$ cat src/rtl/camera_capture.sv
// camera_capture: turns assembled RGB565 pixels plus VSYNC/HREF into linear
// frame-buffer writes, with per-frame line-length and line-count checking.
// Optional build macro CAPTURE_DECIM_EN enables 2x2 decimation: only pixels
// at even x and even y are written.
module camera_capture #(
  parameter int H_ACT  = 640,
  parameter int V_ACT  = 480,
  parameter int ADDR_W = 19
) (
  input  logic              clk,
  input  logic              rst,
  input  logic              start_i,
  input  logic              continuous_i,
  input  logic              vsync_i,
  input  logic              href_i,
  input  logic              pix_clk_i,
  input  logic [15:0]       pix_data_i,
  output logic              wr_en_o,
  output logic [ADDR_W-1:0] wr_addr_o,
  output logic [15:0]       wr_data_o,
  output logic              busy_o,
  output logic              frame_done_o,
  output logic [1:0]        err_o
);

  // Counters reach one past the active size so over-long lines/frames stay
  // distinguishable from exact ones.
  localparam int XW = $clog2(H_ACT + 2);
  localparam int YW = $clog2(V_ACT + 2);
  localparam logic [XW-1:0] X_ACT = XW'(H_ACT);
  localparam logic [YW-1:0] Y_ACT = YW'(V_ACT);
  localparam logic [XW-1:0] X_MAX = XW'(H_ACT + 1);
  localparam logic [YW-1:0] Y_MAX = YW'(V_ACT + 1);

  typedef enum logic [1:0] {IDLE, ARM, ACTIVE} state_t;

  state_t              state_q, state_d;
  logic                pix_clk_q, href_q, href_qq, vsync_q;
  logic [XW-1:0]       x_q, x_d, x_pix;
  logic [YW-1:0]       y_q, y_d, y_line;
  logic [ADDR_W-1:0]   addr_q, addr_d;
  logic [1:0]          err_d;
  logic                done_d;
  logic                take;
  logic                keep_pix;
  logic                pix_stb, line_end, frame_start, frame_end;

  function automatic logic [XW-1:0] sat_inc_x(input logic [XW-1:0] v);
    return (v == X_MAX) ? v : v + XW'(1);
  endfunction

  function automatic logic [YW-1:0] sat_inc_y(input logic [YW-1:0] v);
    return (v == Y_MAX) ? v : v + YW'(1);
  endfunction

  // A pixel completes when the divided pixel clock falls inside an active line;
  // the one-cycle-delayed HREF rejects the fall caused by HREF itself dropping.
  assign pix_stb     = pix_clk_q & ~pix_clk_i & href_q;
  assign line_end    = href_qq & ~href_q;
  assign frame_start = vsync_q & ~vsync_i;
  assign frame_end   = ~vsync_q & vsync_i;
  assign busy_o      = (state_q != IDLE);

`ifdef CAPTURE_DECIM_EN
  assign keep_pix = ~x_q[0] & ~y_q[0];
`else
  assign keep_pix = 1'b1;
`endif

  // Next state and counter update; within one cycle the pixel is applied
  // first, then line end, then frame end.
  always_comb begin
    state_d = state_q;
    x_d     = x_q;
    y_d     = y_q;
    x_pix   = x_q;
    y_line  = y_q;
    addr_d  = addr_q;
    err_d   = err_o;
    done_d  = 1'b0;
    take    = 1'b0;
    case (state_q)
      IDLE: begin
        if (start_i) begin
          state_d = ARM;
          err_d   = 2'b00;
        end
      end
      ARM: begin
        if (frame_start) begin
          state_d = ACTIVE;
          x_d     = '0;
          y_d     = '0;
          addr_d  = '0;
        end
      end
      ACTIVE: begin
        if (pix_stb) begin
          if ((x_q < X_ACT) && (y_q < Y_ACT) && keep_pix) begin
            take   = 1'b1;
            addr_d = addr_q + ADDR_W'(1);
          end
          x_pix = sat_inc_x(x_q);
        end
        x_d = x_pix;
        if (line_end) begin
          if (x_pix != X_ACT) err_d[0] = 1'b1;
          x_d    = '0;
          y_line = sat_inc_y(y_q);
        end
        y_d = y_line;
        if (frame_end) begin
          if (y_line != Y_ACT) err_d[1] = 1'b1;
          done_d  = 1'b1;
          state_d = continuous_i ? ARM : IDLE;
        end
      end
      default: state_d = IDLE;
    endcase
  end

  // Input edge-detect history, state, counters and the registered write port.
  always_ff @(posedge clk) begin
    if (rst) begin
      state_q      <= IDLE;
      pix_clk_q    <= 1'b0;
      href_q       <= 1'b0;
      href_qq      <= 1'b0;
      vsync_q      <= 1'b0;
      x_q          <= '0;
      y_q          <= '0;
      addr_q       <= '0;
      wr_en_o      <= 1'b0;
      wr_addr_o    <= '0;
      wr_data_o    <= '0;
      frame_done_o <= 1'b0;
      err_o        <= 2'b00;
    end else begin
      state_q      <= state_d;
      pix_clk_q    <= pix_clk_i;
      href_q       <= href_i;
      href_qq      <= href_q;
      vsync_q      <= vsync_i;
      x_q          <= x_d;
      y_q          <= y_d;
      addr_q       <= addr_d;
      wr_en_o      <= take;
      if (take) begin
        wr_addr_o  <= addr_q;
        wr_data_o  <= pix_data_i;
      end
      frame_done_o <= done_d;
      err_o        <= err_d;
    end
  end

endmodule

$ cat config.mk
export PLATFORM = sky130hd
export DESIGN_NAME = camera_capture
export DESIGN_NICKNAME = d
export VERILOG_FILES = /design/src/rtl/camera_capture.sv
export SDC_FILE = /design/constraint.sdc
export NUM_CORES = 1
export LEC_CHECK = 0
export CAP_MARGIN = 40
export CELL_PAD_IN_SITES_DETAIL_PLACEMENT = 2
export CELL_PAD_IN_SITES_GLOBAL_PLACEMENT = 2
export CORE_MARGIN = 2
export CORE_UTILIZATION = 33
export CTS_BUF_LIST = sky130_fd_sc_hd__clkbuf_8 sky130_fd_sc_hd__clkbuf_16
export DETAILED_ROUTE_END_ITERATION = 7
export PLACE_DENSITY_LB_ADDON = 0.1
export SYNTH_ARGS = -nofsm -noshare
export SYNTH_HDL_FRONTEND = slang
export SYNTH_SLANG_ARGS = --single-unit
$ cat constraint.sdc
create_clock -name clk -period 7.1 [get_ports clk]
set_input_delay 2.13 -clock clk [delete_from_list [all_inputs] [get_ports clk]]
set_output_delay 2.13 -clock clk [all_outputs]
set_load 0.05 [all_outputs]
==> datasheet_impl.txt, run 1 <==
Table: implementation figures

Parameter                              Value

Routing
  Vias per cell .................. 5.23
  Drt first pass iters .................. 4
  Post-route ant nets .................. 0
  Post-route DRC .................. 0
  Starting DRC count in detailed routing .................. 106

Worst setup path
  Critical path's slowest cell .................. a211oi_1
  Category of the most critical setup path .................. in2reg
  Endpoint required time on the critical path .................. 7.30 ns
  Arrival time of data at the critical path endpoint .................. 4.40 ns
  Critical path capture point type .................. flop
  Crit-path cells .................. clkdlybuf4s50_1, and3b_4, nand4_1, buf_4, a211oi_1, and2b_1, nand3_1, xor2_1, nor2_1
  CP Buf/Inv Count .................. 2
  Delay of the slowest cell on the worst path .................. 0.46 ns
  Crit-path leading delay family .................. simple AND/OR/NAND/NOR gates
  Worst setup slack for register-to-register paths .................. 4.56 ns
  Worst Path Max Fanout .................. 42
  Launching element type of the critical path .................. input port

GRT
  Initial antenna violation count .................. 0
  Pin count of the biggest net entering global routing .................. 69
  Wire length of the first global-routing pass .................. 18400 µm
  Vias in the first global route .................. 3706
  Total grt overflow .................. 0

Pwr
  Power Density .................. 201 mW/mm²
  IR drop worst, VDD .................. 83.9 µV
  Power, Total .................. 949 µW
  Leak .................. 0.00157 µW

Clocking
  Cell at the root of the clock tree .................. clkbuf_16
  Gates resized, CTS repair .................. 0
  Cts-stage hold buffer count .................. 0
  CTS sink cnt .................. 83
  Worst-Skew Late Latency .................. 0.34 ns
  Total CTS buffers .................. 9
  Post-CTS clock slew at the launch and capture registers of the worst setup and hold paths .................. 0.06 ns
  Clock tree from TritonCTS .................. built
  CTS HTree Levels .................. 3
  Post-CTS Setup Inserts .................. 0
  Maximum clock path buffer count .................. 2

Layout
  Leading cell types in the layout, fill and taps excluded .................. 98 x nand2_1, 83 x dfxtp_1, 61 x clkdlybuf4s50_1
  Final #Nets .................. 556
  Multi-input gate area .................. 0.00194 mm²
  Antenna Diode Count .................. 0
  Layout-stage area growth over the synthesis result .................. 26.4%
  Most numerous logic cell after layout .................. nand2_1
  Share of post-route cells with drive strength above 1 .................. 5.25%
  Fill cell total of the finished layout .................. 1271
  Area taken by flip-flops and latches .................. 0.00166 mm²

Placement
  Post-DP HPWL .................. 7510 µm
  Final Wtd Congestion .................. 0.761
  Port buffer count .................. 62

Timing
  Final-report hold violation count .................. 0
  Relative slew slack .................. 51.8%
  RSZ-0062 raised after global routing .................. false
  Clock period minus worst slack .................. 4.20 ns
  Actual slew at the worst max-slew pin .................. 0.723 ns
  Worst hold margin .................. 0.458 ns
  Setup tns final .................. 0 ns
  Share of the cycle needed by the critical path after routing .................. 59.1%
  F_max .................. 238 MHz
  Final setup viols .................. 0
  Count of final max-slew check failures .................. 0
  Worst-case clock skew .................. 0.00979 ns

Logic synthesis
  Post-synth EDFFs .................. 0
  Mapped Avg Cell Area .................. 7.81 µm²
  #FFs+latches synth .................. 83
  Gate count after technology mapping .................. 478
  Synth Warn # .................. 0
  Total cell area reported by yosys after synthesis .................. 0.00373 mm²
  Summed instance area of the synthesized netlist .................. 0.00373 mm²
  Dominant register cell in the synthesized netlist .................. dfxtp_1
  Yosys stat cell total .................. 478
  Proportion of synthesized flip-flops having asynchronous set or reset .................. 0%
  Mapped Nets .................. 506
  Number of different library cells in the post-synthesis netlist .................. 49
  Register share after synthesis .................. 44.5%

Die
  Total Die Area .................. 0.0122 mm²
  Ports placed on the boundary .................. 63
  Die width .................. 110 µm
  Die height .................. 110 µm
  Initial core utilization .................. 34.2%
  Area of the core region .................. 0.0109 mm²
  Std cell rows .................. 38

Flow run
  Number of OpenROAD warnings .................. 28
  Max-cap check violation count .................. 0

Status
  Result of the run .................. completed

Min path
  Classification of the worst-slack hold path .................. reg2reg
## run 1: Yosys cell counts (2+ instances only)
cell type | n | area share, %
buf_2 | 3 | 0.40
and2b_1 | 2 | 0.40
ha_1 | 5 | 1.7
nand3_1 | 19 | 2.5
nor2b_1 | 6 | 1.0
xor2_1 | 15 | 3.5
nand4b_1 | 3 | 0.70
a21oi_1 | 60 | 8.0
nand2_1 | 98 | 9.8
nor2_1 | 56 | 5.6
o21ai_0 | 18 | 2.4
dfxtp_1 | 83 | 44
a211oi_1 | 3 | 0.60
inv_1 | 6 | 0.60
a311oi_1 | 3 | 0.70
a22oi_1 | 2 | 0.40
or3_1 | 5 | 0.84
nor3_1 | 10 | 1.3
nand2b_1 | 7 | 1.2
nor4_1 | 3 | 0.50
xnor2_1 | 7 | 1.6
a31oi_1 | 5 | 0.84
nand4_1 | 11 | 1.8
clkbuf_1 | 18 | 1.8
o31ai_1 | 2 | 0.40
buf_4 | 2 | 0.40
buf_1 | 3 | 0.30
and3_1 | 2 | 0.33
## run 1: per-stage QoR
stage | util (%) | area, µm² | worst slack, ns | cells
after floorplan | - | 3730 | 3.25 | 478
after global placement | 40.6 | 4440 | 2.64 | 657
after detailed placement | 40.6 | 4440 | 2.52 | 657
after CTS | 43.2 | 4720 | 2.87 | 673
after global routing | 43.2 | 4720 | 2.64 | 673
final | 43.2 | 4720 | 2.90 | 673
## run 1: area by class of cell
cell class	count	share of cell area, %
clock buffer	9	4.77
clock inverter	7	1.11
inverter	6	0.477
multi-input combinational	362	41.0
sequential	83	35.2
tap	140	3.71
timing repair buffer	66	13.7
## run 1: layer usage
metal / up-vias / wire, µm / GRT usage [%]
met5: - / 0 / 0
met4: 0 / 80 / 4.82
met3: 8 / 277 / 3.41
met2: 49 / 5390 / 33.9
met1: 1727 / 5030 / 24.4
li1: 1736 / - / -
## run 1: sequential cells by signal, summed over array words and instances (netlist names)
name          cells
addr_q           19
wr_addr_o        19
wr_data_o        16
x_q              10
y_q               9
err_o             2
state_q           2
frame_done_o      1
href_q            1
href_qq           1
pix_clk_q         1
vsync_q           1
wr_en_o           1
## run 1: worst paths after layout
check | startpoint | depth (start not counted) | to
min | wr_addr_o[12] | 2 | wr_addr_o[12]
max | pix_clk_i | 9 | addr_q[11]
max reg2reg | x_q[0] | 8 | err_o[1]
min reg2reg | wr_addr_o[12] | 2 | wr_addr_o[12]
## run 1: worst register-to-register path, delay by kind of cell (launching register included)
family	cells	cell delay (ns)
AND-OR/OR-AND	3	0.82
adder cells (fa/ha/maj)	1	0.32
AND/OR/NAND/NOR	4	0.83
flip-flops	1	0.47
## run 1: kinds of logic after synthesis
| group | share of synthesized area [%] |
|---|---|
| compound gates | 15.3 |
| xor+xnor | 5.16 |
| fa+ha+maj | 1.68 |
| buf+inv | 3.65 |
| flops | 44.5 |
| mux | 0.301 |
| simple gates | 29.4 |
## run 1: power by group
part | leakage [µW] | internal [µW] | switching (µW)
combinational | 0.000768 | 17.9 | 22.6
clock | 0.000130 | 239 | 200
sequential | 0.000670 | 468 | 2.96
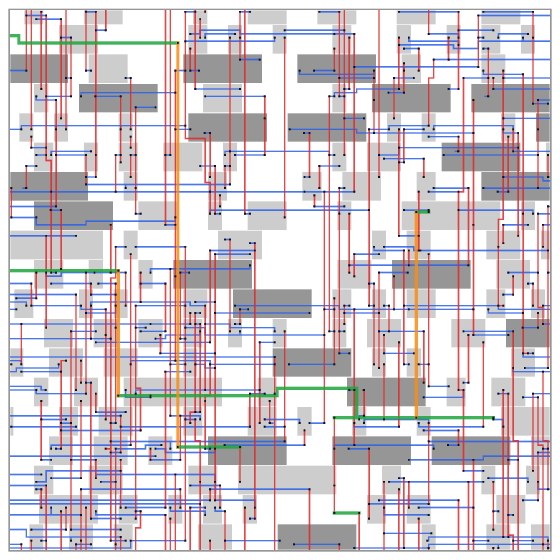
Figure 1: run 1, layout detail.
Window x 30 to 80, y 52 to 102 µm. Cells in grey, sequential cells in the stronger grey; small squares are vias.
- green: M3
- orange: M4
- blue: M1
- red: M2
- cells with their middle in the window: 137
- sequential cells in the window: 22
- netlist names of flops here include: addr_q (8), wr_data_o (7), y_q (4)
- most frequent: nand2_1 (28), dfxtp_1 (22), nor2_1 (16)

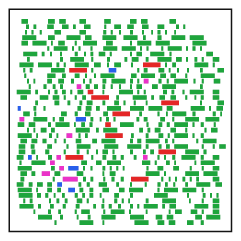
Figure 2: run 1, cells by drive strength.
(2 px per µm)
- green: x1 and smaller (cells 505; share 95%; most used nand2_1)
- blue: x2 (cells 7; share 1.3%)
- red: x6 and larger (cells 11; share 2.1%; most used clkbuf_16)
- magenta: x3 and x4 (cells 10; share 1.9%; most used buf_4)
area of all placed cells without fillers: 0.00472 mm²
Non-CTS buffers: 66
worst setup margin: 2.90 ns

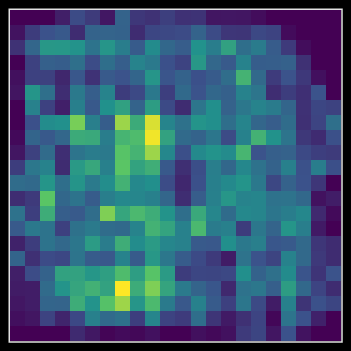
Figure 3: run 1, signal metal coverage by tile.
(3 px per µm) The die is cut into 22 by 22 equal tiles; dark purple is low, yellow is high, scaled to the fullest tile. Values are wire area over tile area, all layers added.
- emptiest ninth of the die: north-east
- fullest tile: 0.43
- mean over tiles: 0.13
- tiles over half the peak: 17%
- nearly empty tiles: 6.8%
Total Wirelength: 10800 µm
Global Route Usage Sum: 19.3%
vias: 3520
wire length per cell after detailed routing: 16.0 µm

Figure 4. Placed standard cells (run 1).
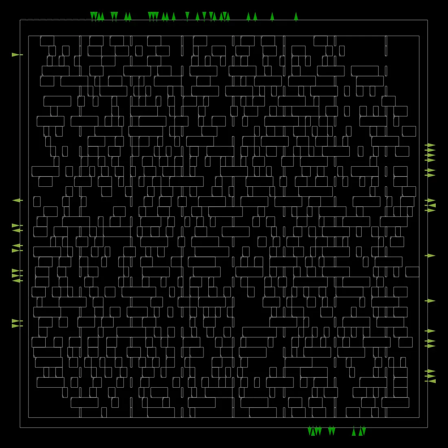

==> run 1 -> run 2 <==
CORE_UTILIZATION = 27   (was 33)
clock period = 3.8 ns   (was 7.1 ns; I/O delays follow)
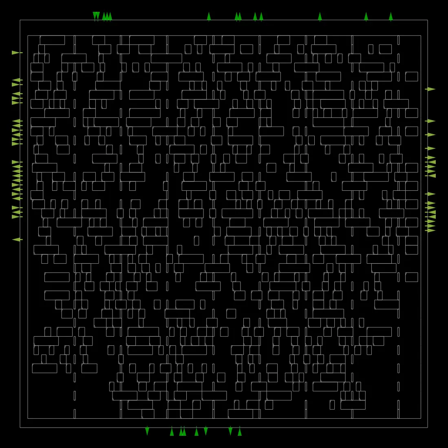
Figure 5: run 2, placed standard cells.
final core utilization: 35.9%
area of the core region: 0.0134 mm²
fill cell total of the finished layout: 1536

==> run 2 against run 1 <==
Effect of this change: sequential power rose by 87%; clock skew fell by 0.0031 ns; non-clock buffer count rose by 4; synthesized cell count did not move; via count rose by 1.3%; cell count rose by 5.9%; count of clock-buffer cells in the layout rose by 2; register-to-register slack got worse by 3.3 ns; first-iteration DRC count rose by 21%; combinational power rose by about 90%; sequential share of layout area fell by 0.63 points; critical path depth fell by 1; critical path type unchanged; critical endpoint is now err_o[1].
==> datasheet_impl.txt, run 2 <==
Table: implementation figures

Parameter                              Value

Status
  Result of the run .................. completed

Pwr
  Clock Power Share .................. 47.2%
  Cell internal power dissipation .................. 1390 µW
  Power Density .................. 377 mW/mm²
  Proportion of total power due to net switching .................. 23.4%
  Leak .................. 0.00159 µW
  IR drop worst, VDD .................. 206 µV
  Switching power .................. 425 µW

Worst setup path
  Delay of the slowest cell on the worst path .................. 0.44 ns
  R2r endpoint .................. err_o[1]
  Category of the most critical setup path .................. in2reg
  Launch point of the worst path .................. pix_clk_i
  Logic depth of the worst register-to-register path .................. 8
  Crit-path leading delay family .................. simple AND/OR/NAND/NOR gates
  Crit-path cells .................. clkdlybuf4s50_1, and3b_4, nand4_4, or3b_1, a221oi_2, o211a_1, nor2_1, a2111oi_2
  Arrival time of data at the critical path endpoint .................. 3.38 ns
  R2R Path Start .................. x_q[0]
  CP Buf/Inv Count .................. 1

Routing
  Vias .................. 3566
  Drt first pass iters .................. 6
  Post-route ant nets .................. 0
  Met2 WL post-DR .................. 5240 µm
  Vias per cell .................. 5.00
  Sum of met3 wire segment lengths after detailed routing .................. 430 µm
  Wire length per cell after detailed routing .................. 16.1 µm
  Starting DRC count in detailed routing .................. 128
  Total Wirelength .................. 11500 µm
  Uppermost signal routing layer after detailed routing .................. met4

Layout
  Final #Nets .................. 560
  Share of post-route cells with drive strength above 1 .................. 6.15%
  Most numerous logic cell after layout .................. nand2_1
  Leading cell types in the layout, fill and taps excluded .................. 98 x nand2_1, 83 x dfxtp_1, 61 x clkdlybuf4s50_1

Logic synthesis
  Post-synth EDFFs .................. 0
  Multiplexer share of the synthesized area .................. 0.302%
  Gate count after technology mapping .................. 478
  Mapped Nets .................. 506
  Dominant combinational family .................. simple AND/OR/NAND/NOR gates
  Total cell area reported by yosys after synthesis .................. 0.00373 mm²
  Mapped Avg Cell Area .................. 7.81 µm²
  Largest cells by area after synthesis .................. dfxtp_1 44%, nand2_1 9.8%, a21oi_1 8.0%
  Most common cell in the synthesized netlist .................. nand2_1
  Dominant register cell in the synthesized netlist .................. dfxtp_1
  Proportion of synthesized flip-flops having asynchronous set or reset .................. 0%
  Number of different library cells in the post-synthesis netlist .................. 49
  Simple share .................. 29.4%

Placement
  Post-DP HPWL .................. 7870 µm
  Port buffer count .................. 62
  Pre-CTS setup slack .................. 0.307 ns

Min path
  Classification of the worst-slack hold path .................. reg2reg
  Hold depth .................. 2
  Destination of the worst hold path .................. wr_addr_o[11]

Timing
  Final-report hold violation count .................. 0
  Clock period minus worst slack .................. 3.13 ns
  Actual slew at the worst max-slew pin .................. 0.735 ns
  Share of the cycle needed by the critical path after routing .................. 82.4%
  Final setup viols .................. 0
  Count of final max-slew check failures .................. 0
  RSZ-0062 raised after global routing .................. false

Die
  Die height .................. 122 µm
  Die width .................. 122 µm
  Initial core utilization .................. 27.9%

Clocking
  Worst-Skew Late Latency .................. 0.35 ns
  CTS HTree Levels .................. 3
  Post-CTS clock slew at the launch and capture registers of the worst setup and hold paths .................. 0.07 ns
  Clock tree from TritonCTS .................. built
  Post-CTS Setup Inserts .................. 0
  Total CTS buffers .................. 9
  Cts-stage hold buffer count .................. 0
  Cell at the root of the clock tree .................. clkbuf_16
  Gates resized, CTS repair .................. 0

GRT
  Vias in the first global route .................. 3864
  Wire length of the first global-routing pass .................. 19500 µm
  Pin count of the biggest net entering global routing .................. 68
  Initial antenna violation count .................. 0

Flow run
  Number of OpenROAD warnings .................. 28
[run 2: netlist changes by cell type in the layout (fill, tap and decap cells not counted), sizes merged]
cell and delta:
clkbuf +2, buf +4, inv -2
[run 2: cell type report]
cell class              instances  area (µm²)  area share, %
repair buffers                 70         676           14.1
clock buffers                  11         253           5.26
inverters                       6        22.5          0.469
multi-input cells             362        1940           40.3
well taps                     176         220           4.58
clock inverters                 5        36.3          0.755
flip-flops and latches         83        1660           34.6
[run 2: worst max path at each step]
| stage | end | slack (ns) | cells after the start |
|---|---|---|---|
| after global routing | err_o[1] | 0.50 | 8 |
| after CTS | err_o[1] | 0.66 | 8 |
| after floorplan | err_o[1] | 0.94 | 7 |
| after global placement | err_o[1] | 0.39 | 8 |
| after detailed placement | err_o[1] | 0.31 | 8 |
| final | err_o[1] | 0.67 | 8 |
[run 2: worst min-delay path: stages (launching register included)]
cell	delay, ns
dfxtp_1	0.31
nand2_1	0.05
a21oi_1	0.05
[run 2: cells by family (layout without fill, tap and decap cells)]
logic type / count (synthesis) / count (layout)
buffers and inverters: 33 / 92
flip-flops: 83 / 83
multiplexers: 1 / 1
AND-OR/OR-AND: 100 / 100
XOR/XNOR: 22 / 22
adder cells (fa/ha/maj): 5 / 5
AND/OR/NAND/NOR: 234 / 234
[run 2: power groups by stage]
stage / combinational, µW / clock [µW] / sequential, µW
global route: 84.5 / 927 / 880
finish: 76.9 / 856 / 880
CTS: 78.5 / 892 / 879
detailed placement: 78.0 / 0 / 899
global placement: 76.7 / 0 / 899
floorplan: 38.1 / 0 / 899
[run 2: metrics by stage]
stage	utilization [%]	instances	area, µm²	hold WS (ns)	total power (µW)
after global routing	35.9	713	4810	0.476	1890
after CTS	35.9	713	4810	0.463	1850
after global placement	33.7	697	4520	0.441	976
after detailed placement	33.7	697	4520	0.450	977
final	35.9	713	4810	0.457	1810
after floorplan	-	478	3730	0.444	937
[run 2: per-layer routing]
metal | global-route usage (%) | up-vias
met5 | 0 | -
met1 | 21.5 | 1757
li1 | - | 1746
met4 | 6.03 | 0
met3 | 3.89 | 11
met2 | 27.3 | 52
Figure 6. Layout detail (run 2).
Window x 36 to 86, y 60 to 110 µm. Cells in grey, sequential cells in the stronger grey; small squares are vias.
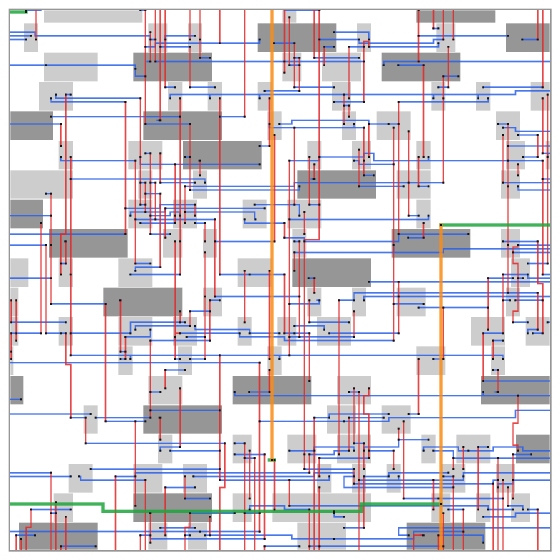

==> run 2 -> run 3 <==
CORE_UTILIZATION = 30   (was 27)
clock period = 3.1 ns   (was 3.8 ns; I/O delays follow)
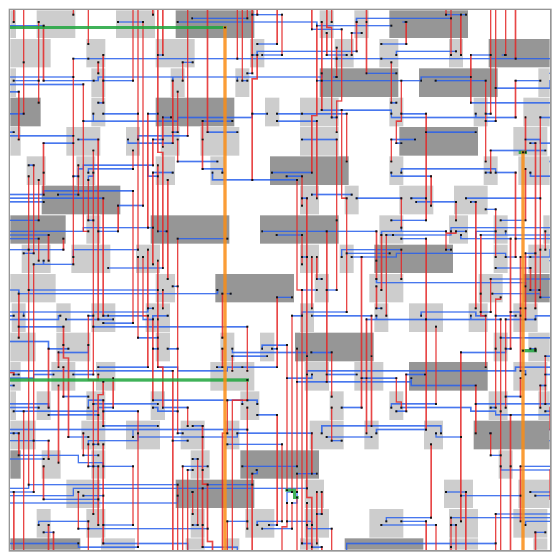
Figure 7: run 3, layout detail.
Window x 33 to 83, y 56 to 106 µm. Cells in grey, sequential cells in the stronger grey; small squares are vias.
- orange: M4
- green: M3
- blue: M1
- red: M2
- netlist names of flops here include: addr_q (6), wr_data_o (5), y_q (5)
- sequential cells in the window: 19
- cells with their middle in the window: 124
- most frequent: nand2_1 (28), dfxtp_1 (19), nor2_1 (13)

==> run 3 against run 2 <==
Effect of this change: critical endpoint unchanged; first-iteration DRC count is 3.9% higher; area after synthesis stayed put; largest power group is now clock; register-to-register slack worse by 0.65 ns; routed wire length is 1.9% higher; setup slack worse by 0.38 ns; clock power is 34% higher; count of clock-buffer cells in the layout is 1 higher; cell area is 2.2% higher.
==> datasheet_impl.txt, run 3 <==
Table: implementation figures

Parameter                              Value

Logic synthesis
  Proportion of synthesized flip-flops having asynchronous set or reset .................. 0%
  Dominant register cell in the synthesized netlist .................. dfxtp_1
  #FFs+latches synth .................. 83
  Summed instance area of the synthesized netlist .................. 0.00373 mm²
  Mapped Avg Cell Area .................. 7.81 µm²
  Share of the synthesized area in the top cell type .................. 44.5%
  Leading post-synthesis cells by instance count .................. 98 x nand2_1, 83 x dfxtp_1, 60 x a21oi_1
  Gate count after technology mapping .................. 478
  Total cell area reported by yosys after synthesis .................. 0.00373 mm²
  Synth Warn # .................. 0
  Largest cells by area after synthesis .................. dfxtp_1 44%, nand2_1 9.8%, a21oi_1 8.0%
  Mapped Nets .................. 506
  Yosys stat cell total .................. 478
  Post-synth EDFFs .................. 0
  Number of different library cells in the post-synthesis netlist .................. 49
  Leading area contributor after synthesis .................. dfxtp_1

Routing
  Wire length per cell after detailed routing .................. 16.4 µm
  Post-route ant nets .................. 0
  Vias .................. 3564
  Drt first pass iters .................. 4

Timing
  Share of the cycle needed by the critical path after routing .................. 90.6%
  Actual slew at the worst max-slew pin .................. 0.689 ns
  Final setup viols .................. 0
  RSZ-0062 raised after global routing .................. false
  Count of final max-slew check failures .................. 0

GRT
  Pin count of the biggest net entering global routing .................. 41
  Wire length of the first global-routing pass .................. 19600 µm
  Total grt overflow .................. 0

Worst setup path
  Category of the most critical setup path .................. in2reg
  Endpoint required time on the critical path .................. 3.35 ns
  Launch point of the worst path .................. pix_clk_i
  Worst setup slack for register-to-register paths .................. 0.56 ns
  Launching element type of the critical path .................. input port
  Critical path capture point type .................. flop

Clocking
  Gates resized, CTS repair .................. 0
  Post-CTS Setup Inserts .................. 0
  Maximum clock path buffer count .................. 2
  Post-CTS clock slew at the launch and capture registers of the worst setup and hold paths .................. 0.06 ns
  Cts-stage hold buffer count .................. 0
  CTS sink cnt .................. 83

Layout
  Share of post-route cells with drive strength above 1 .................. 7.52%
  Most numerous logic cell after layout .................. nand2_1
  Regs by FF count .................. addr_q x19, wr_addr_o x19, wr_data_o x16
  Fill cell total of the finished layout .................. 1389
  Final #Nets .................. 569
  Leading cell types in the layout, fill and taps excluded .................. 98 x nand2_1, 83 x dfxtp_1, 61 x clkdlybuf4s50_1

Placement
  Final Wtd Congestion .................. 0.765

Min path
  Worst min-delay path startpoint .................. wr_data_o[14]
  Destination of the worst hold path .................. wr_data_o[14]

Die
  Ports placed on the boundary .................. 63
  Die height .................. 116 µm
  Total Die Area .................. 0.0134 mm²
  Initial core utilization .................. 31.0%
  Die width .................. 116 µm
  Std cell rows .................. 40

Status
  Result of the run .................. completed

Pwr
  Leak .................. 0.00166 µW
  Power Density .................. 475 mW/mm²

Flow run
  Number of OpenROAD warnings .................. 28
[run 3: cell counts after synthesis]
No cell type changed its count.
[run 3: critical path: stages]
cell	delay [ns]
clkdlybuf4s50_1	0.42
and3b_4	0.33
nand4_4	0.10
or3b_1	0.39
a221oi_2	0.29
o211a_1	0.21
nor2_1	0.06
a2111oi_2	0.33
[run 3: kinds of logic after synthesis]
logic type	synth area share, %
compound gates	15.3
xor+xnor	5.16
fa+ha+maj	1.68
buf+inv	3.65
flops	44.5
mux	0.301
simple gates	29.4
[run 3: cell type report]
class / count / area, µm² / share of cell area (%)
inverter: 6 / 22.5 / 0.459
clock buffer: 12 / 267 / 5.43
sequential: 83 / 1660 / 33.8
timing repair buffer: 79 / 768 / 15.6
multi-input combinational: 362 / 1940 / 39.4
clock inverter: 3 / 43.8 / 0.892
tap: 168 / 210 / 4.28
[run 3: worst max-delay path by stage]
stage,to,slack (ns),depth (start not counted)
3_5_place_dp,err_o[1],-0.07,8
3_3_place_gp,err_o[1],-0.009,8
6_report,err_o[1],0.29,8
2_1_floorplan,err_o[1],0.45,7
4_1_cts,err_o[1],0.29,8
5_1_grt,err_o[1],0.14,8
[run 3: layer usage]
layer	wire [µm]	track usage, %	up-vias	part of all wire (%)
li1	-	-	1762	-
met3	339	2.93	14	2.9
met5	0	0	-	0
met4	217	8.11	0	1.9
met2	5490	30.8	54	47
met1	5620	24.4	1734	48
[run 3: report_power, final]
part | switching [µW] | internal, µW
clock network | 463 | 688
registers | 7.07 | 1070
logic | 55.6 | 46.2
total | 526 | 1810
[run 3: per-stage QoR]
stage | std cells | setup WS (ns) | util [%] | area, µm² | power, µW
after floorplan | 478 | 0.455 | - | 3730 | 1150
after global placement | 698 | -0.00927 | 38.1 | 4600 | 1200
after detailed placement | 698 | -0.0730 | 38.1 | 4600 | 1210
after CTS | 713 | 0.289 | 40.7 | 4910 | 2360
after global routing | 713 | 0.137 | 40.7 | 4910 | 2410
final | 713 | 0.292 | 40.7 | 4910 | 2330

==> gallery <==
Supply network.
(4 px per µm) Pins as bars on the die edge.
(a)
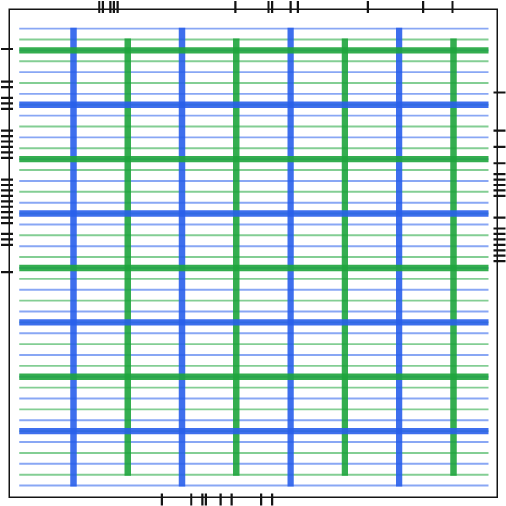
(b)
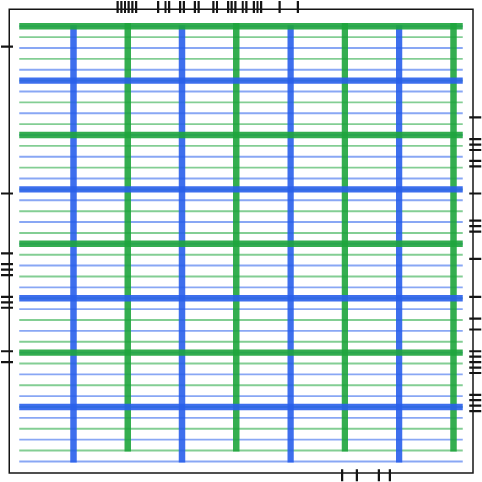
(c)
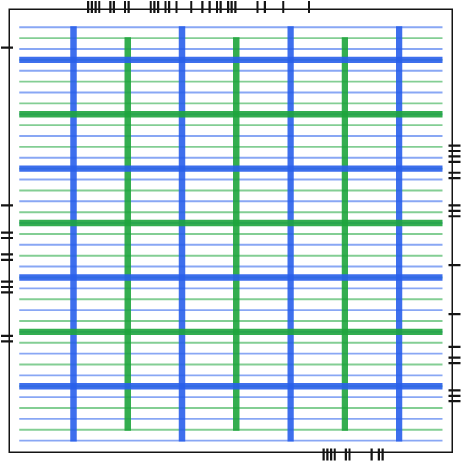
Run 2 is (a).
Run 1 is (c).
Run 3 is (b).

Power figures rest on the tool's default switching activity, not on a simulated workload.
